**The metal 3 layer**

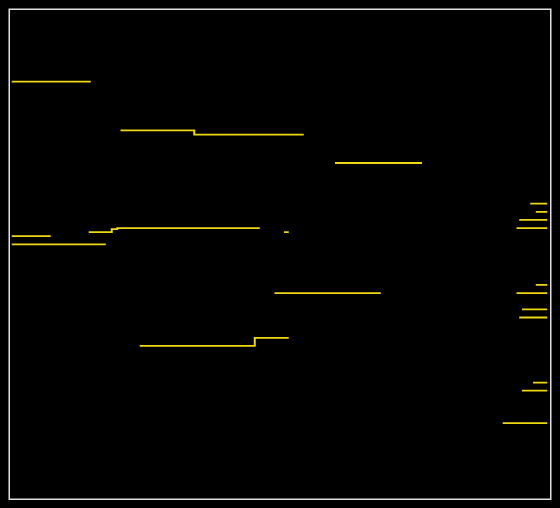
**Register map, names as in the netlist**

Bar = 20 um. Other sequential cells in the stronger gray, the rest of the logic in the fainter gray.
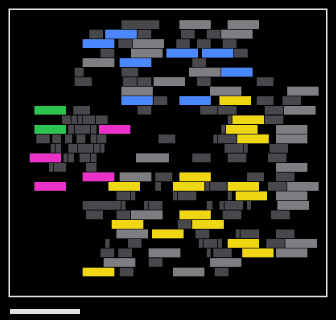
**Metal 2**

Bar = 20 um.
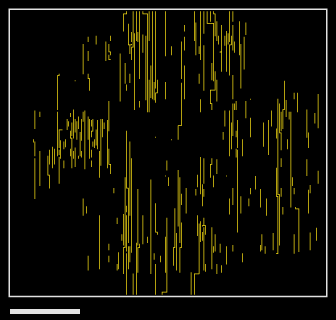
**Gate families picked out**

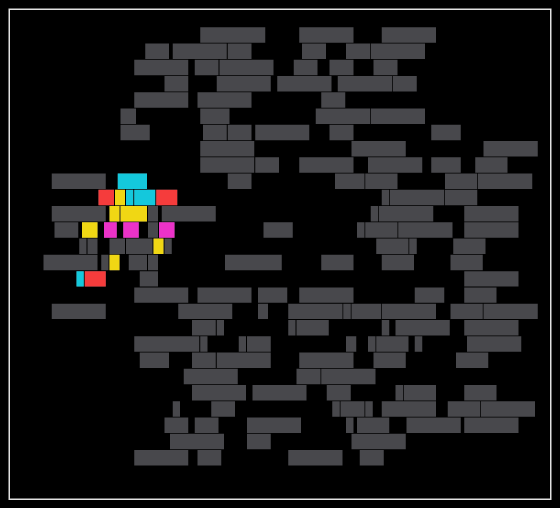
**Routing congestion**

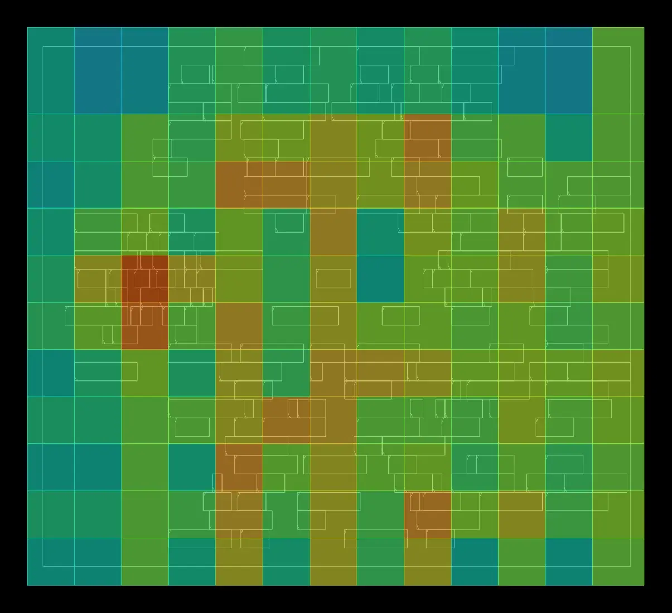
===== config.mk =====
export PLATFORM = sky130hd
export DESIGN_NAME = stream_trans
export DESIGN_NICKNAME = d
export VERILOG_FILES = /design/src/rtl/stream_trans_pkg.sv /design/src/rtl/stream_trans_delay_line.sv /design/src/rtl/stream_trans.sv
export SDC_FILE = /design/constraint.sdc
export NUM_CORES = 1
export LEC_CHECK = 0
export CAP_MARGIN = 20
export CORE_ASPECT_RATIO = 0.9
export CORE_MARGIN = 2
export CORE_UTILIZATION = 35
export CTS_BUF_LIST = sky130_fd_sc_hd__clkbuf_8
export DETAILED_ROUTE_END_ITERATION = 8
export DONT_BUFFER_PORTS = 1
export PLACE_DENSITY = 0.54
export SETUP_SLACK_MARGIN = 0.02
export SLEW_MARGIN = 40
export SYNTH_ARGS = -nofsm -noshare
export SYNTH_HDL_FRONTEND = slang
export SYNTH_HIERARCHICAL = 1
export SYNTH_SLANG_ARGS = --single-unit

===== constraint.sdc =====
create_clock -name clk -period 4.54 [get_ports clk]
set_input_delay 0.908 -clock clk [delete_from_list [all_inputs] [get_ports clk]]
set_output_delay 0.908 -clock clk [all_outputs]
set_load 0.005 [all_outputs]

===== src/rtl/stream_trans_pkg.sv =====
// Shared types and default parameter values for the stream_trans frame translator.
package stream_trans_pkg;

    typedef enum logic [1:0] {
        IDLE = 2'd0,
        XFER = 2'd1,
        MARK = 2'd2
    } state_t;

    localparam int DEF_DATA_W   = 8;
    localparam int DEF_DELAY    = 2;
    localparam int DEF_MARK_CNT = 2;
    localparam int DEF_LEN_W    = 16;
    localparam int MARK_W       = 4;

endpackage


===== src/rtl/stream_trans_delay_line.sv =====
// Fixed-latency shift register carrying beat valid/payload and the frame_end/length tag.
module trans_delay_line #(
    parameter int DATA_W = 8,
    parameter int DELAY  = 2,
    parameter int LEN_W  = 16
) (
    input  logic              clk,
    input  logic              reset_n,
    input  logic              in_valid,
    input  logic [DATA_W-1:0] in_data,
    input  logic              in_end,
    input  logic [LEN_W-1:0]  in_len,
    output logic [DATA_W-1:0] data_o,
    output logic              data_en,
    output logic              frame_end,
    output logic [LEN_W-1:0]  frame_len
);

    for (genvar g = 0; g < DELAY; g++) begin : g_stage
        logic              valid_s;
        logic              end_s;
        logic [DATA_W-1:0] data_s;
        logic [LEN_W-1:0]  len_s;
        logic              valid_r;
        logic              end_r;
        logic [DATA_W-1:0] data_r;
        logic [LEN_W-1:0]  len_r;

        if (g == 0) begin : g_head
            assign valid_s = in_valid;
            assign end_s   = in_end;
            assign data_s  = in_data;
            assign len_s   = in_len;
        end else begin : g_link
            assign valid_s = g_stage[g-1].valid_r;
            assign end_s   = g_stage[g-1].end_r;
            assign data_s  = g_stage[g-1].data_r;
            assign len_s   = g_stage[g-1].len_r;
        end

        // Payload and length only move with their qualifier so the last stage holds its value.
        always_ff @(posedge clk or negedge reset_n) begin
            if (!reset_n) begin
                valid_r <= 1'b0;
                end_r   <= 1'b0;
                data_r  <= {DATA_W{1'b0}};
                len_r   <= {LEN_W{1'b0}};
            end else begin
                valid_r <= valid_s;
                end_r   <= end_s;
                if (valid_s) begin
                    data_r <= data_s;
                end else begin
                    data_r <= data_r;
                end
                if (end_s) begin
                    len_r <= len_s;
                end else begin
                    len_r <= len_r;
                end
            end
        end
    end

    assign data_o    = g_stage[DELAY-1].data_r;
    assign data_en   = g_stage[DELAY-1].valid_r;
    assign frame_end = g_stage[DELAY-1].end_r;
    assign frame_len = g_stage[DELAY-1].len_r;

endmodule


===== src/rtl/stream_trans.sv =====
// Frame translator: forwards ordinary beats with fixed latency and flags frame ends after MARK_CNT markers.
// Optional frame length counting is enabled by defining STREAM_TRANS_LEN_EN.
module stream_trans
    import stream_trans_pkg::*;
#(
    parameter int DATA_W   = DEF_DATA_W,
    parameter int DELAY    = DEF_DELAY,
    parameter int MARK_CNT = DEF_MARK_CNT,
    parameter int LEN_W    = DEF_LEN_W
) (
    input  logic              clk,
    input  logic              reset_n,
    input  logic              start,
    input  logic              byt,
    input  logic [DATA_W-1:0] data_in,
    output logic [DATA_W-1:0] data_o,
    output logic              data_en,
    output logic              frame_end,
    output logic [LEN_W-1:0]  frame_len
);

    localparam logic [MARK_W-1:0] MARK_LIM = MARK_W'(MARK_CNT);

    state_t              state_r;
    state_t              state_nxt_s;
    logic [MARK_W-1:0]   mark_cnt_r;
    logic [MARK_W-1:0]   mark_nxt_s;
    logic [MARK_W-1:0]   mark_inc_s;
    logic                recover_s;
    logic                accept_s;
    logic                term_s;
    logic [LEN_W-1:0]    len_s;

    // State and marker-run registers.
    always_ff @(posedge clk or negedge reset_n) begin
        if (!reset_n) begin
            state_r    <= IDLE;
            mark_cnt_r <= 4'd0;
        end else begin
            state_r    <= state_nxt_s;
            mark_cnt_r <= mark_nxt_s;
        end
    end

    // Next-state logic: a marker extends the current run, a data beat always restarts XFER.
    always_comb begin
        state_nxt_s = state_r;
        mark_nxt_s  = mark_cnt_r;
        mark_inc_s  = 4'd1;
        recover_s   = 1'b0;
        accept_s    = 1'b0;
        term_s      = 1'b0;
        case (state_r)
            IDLE, XFER: mark_inc_s = 4'd1;
            MARK:       mark_inc_s = mark_cnt_r + 4'd1;
            default: begin
                mark_inc_s = 4'd1;
                recover_s  = 1'b1;
            end
        endcase
        if (start && byt) begin
            accept_s    = 1'b1;
            state_nxt_s = XFER;
            mark_nxt_s  = 4'd0;
        end else if (start) begin
            if (mark_inc_s == MARK_LIM) begin
                term_s      = 1'b1;
                state_nxt_s = IDLE;
                mark_nxt_s  = 4'd0;
            end else begin
                state_nxt_s = MARK;
                mark_nxt_s  = mark_inc_s;
            end
        end else begin
            if (recover_s) begin
                state_nxt_s = IDLE;
                mark_nxt_s  = 4'd0;
            end else begin
                state_nxt_s = state_r;
                mark_nxt_s  = mark_cnt_r;
            end
        end
    end

`ifdef STREAM_TRANS_LEN_EN
    logic [LEN_W-1:0] len_cnt_r;

    // Per-frame ordinary beat count, saturating; cleared once the frame terminates.
    always_ff @(posedge clk or negedge reset_n) begin
        if (!reset_n) begin
            len_cnt_r <= {LEN_W{1'b0}};
        end else if (term_s) begin
            len_cnt_r <= {LEN_W{1'b0}};
        end else if (accept_s && (len_cnt_r != {LEN_W{1'b1}})) begin
            len_cnt_r <= len_cnt_r + LEN_W'(1);
        end else begin
            len_cnt_r <= len_cnt_r;
        end
    end

    assign len_s = len_cnt_r;
`else
    assign len_s = {LEN_W{1'b0}};
`endif

    trans_delay_line #(
        .DATA_W (DATA_W),
        .DELAY  (DELAY),
        .LEN_W  (LEN_W)
    ) u_delay (
        .clk       (clk),
        .reset_n   (reset_n),
        .in_valid  (accept_s),
        .in_data   (data_in),
        .in_end    (term_s),
        .in_len    (len_s),
        .data_o    (data_o),
        .data_en   (data_en),
        .frame_end (frame_end),
        .frame_len (frame_len)
    );

endmodule


==> results_slide.txt <==
Flow Results at a Glance

Run status
  – Status: completed

Worst setup path
  – CP Launch Point: mark_cnt_r[0]$_DFFE_PN0P_
  – Reg2Reg Setup Slack: 2.43 ns
  – CP Capture Type: flop
  – Setup CP Type: flop to flop
  – Cell family with most CP delay: simple AND/OR/NAND/NOR gates
  – Buffers & Inverters on Critical Path: 0
  – RR Startpoint: mark_cnt_r[0]$_DFFE_PN0P_
  – Startpoint Class: flop
  – CP max stage delay: approximately 0.50 ns
  – CP Data Required Time: between 4 and 5 ns
  – Reg2reg end: u_delay/g_stage[0].len_r[3]$_DFFE_PN0P_
  – Worst path depth: 5

Pwr
  – Top pwr grp: sequential cells
  – Internal Pwr Total: about 1.0 mW
  – Switching Share: 0.226
  – Pwr per Cell Area: around 500 nW/um^2
  – Power share of the clock group: 0.382
  – Net switching power: about 0.31 mW
  – Worst vdd ir: approximately 0.16 mV
  – Post-layout power: 1.35 mW
  – Clock Power: approximately 0.52 mW

GRT
  – Initial antenna violation count: 0
  – GR Overflow Total: 0
  – First-pass GRT wire length: between 6 and 7 mm
  – Met1 usage: 0.124
  – Largest net degree at the start of global routing: ~60

Yosys
  – Post-synth top cells: dfrtp_1, mux2_2, mux2_4
  – Synth Cell Area: 2350 um^2
  – Simple Share, Synth: 0.0368
  – Comb area leader: multiplexers
  – Synthesis area per yosys: 2350 um^2
  – Area share, top type: 0.618
  – Leading area contributor after synthesis: dfrtp_1
  – Complex Gates by Area: 0.0288
  – Adder Share, Synth: 0.00533
  – Ys async rst share: 1.00

Drt
  – Highest Signal Layer: met4
  – DRT Pass-1 Iters: 4
  – M1 WL: approximately 1.6 mm
  – Met2 WL: ~1.8 mm

STA
  – Endpoints failing hold: 0
  – RSZ-0062 raised after global routing: no
  – Max-slew violation count: 0
  – Cycle use final: 0.464

Place
  – PortBufs: 0
  – Pre-CTS WS: ~2.4 ns
  – Dpl hpwl: 2.47 mm
  – Placed insts: between 200 and 250
  – Placement Cell Area: 2440 um^2

Cells and area
  – Layout clock area frac: 0.0823
  – Fill count: approximately 620
  – Comb gates: just over 90
  – Non-filler cells, final: 256
  – Non-clock buffer share: 0
  – Nets: 174
  – Most instantiated logic cells after routing: dfrtp_1, mux2_2, mux2_4
  – Top cell category: sequential cells
  – Flop count: roughly 58

Floorplan
  – Die span in y: 81.7 um
  – Core area: about 6600 um^2
  – Row cnt: 28
  – IO Pins: 38

Clock tree
  – H-tree depth: 3
  – Post-CTS Hold Buffers: 0
  – Worst skew pair latency: between 0.3 and 0.4 ns
  – Post-CTS Setup Inserts: 0
Notes on 'the metal 3 layer' above:
share of all routed wire: 5.3%
wire length on this layer: 194 um
main direction: horizontal
nets with wire on the layer: 15
via count: 1,143
Total Wirelength: 3.65 mm
routing usage on met3: 0.0606

Notes on 'register map, names as in the netlist' above:
| netlist name | color | flops |
|---|---|---|
| u_delay/g_stage.data_r | blue | 8 |
| state_r | green | 2 |
| u_delay/g_stage.len_r | yellow | 16 |
| mark_cnt_r | magenta | 4 |
not colored: 28
Seq group: 0.695 mW
Final Util: 0.406
FF/Latch Area: 1450 um^2
flop share of the area: 0.546

Notes on 'metal 2' above:
nets with wire on the layer: 161
share of all routed wire: 50%
met2 Resource Use GR: 0.175

Notes on 'gate families picked out' above:
| family | color | cells |
|---|---|---|
| and/or cells | magenta | 3 |
| non-inverting ao/oa cells | red | 3 |
| nor cells | cyan | 4 |
| aoi and oai cells | yellow | 6 |
Commonest Layout Cell: dfrtp_1
Comb/total area: 0.328

Notes on 'routing congestion' above:
busiest grt layer: met2
gr usage total: 0.110

Power figures rest on the tool's default switching activity, not on a simulated workload.
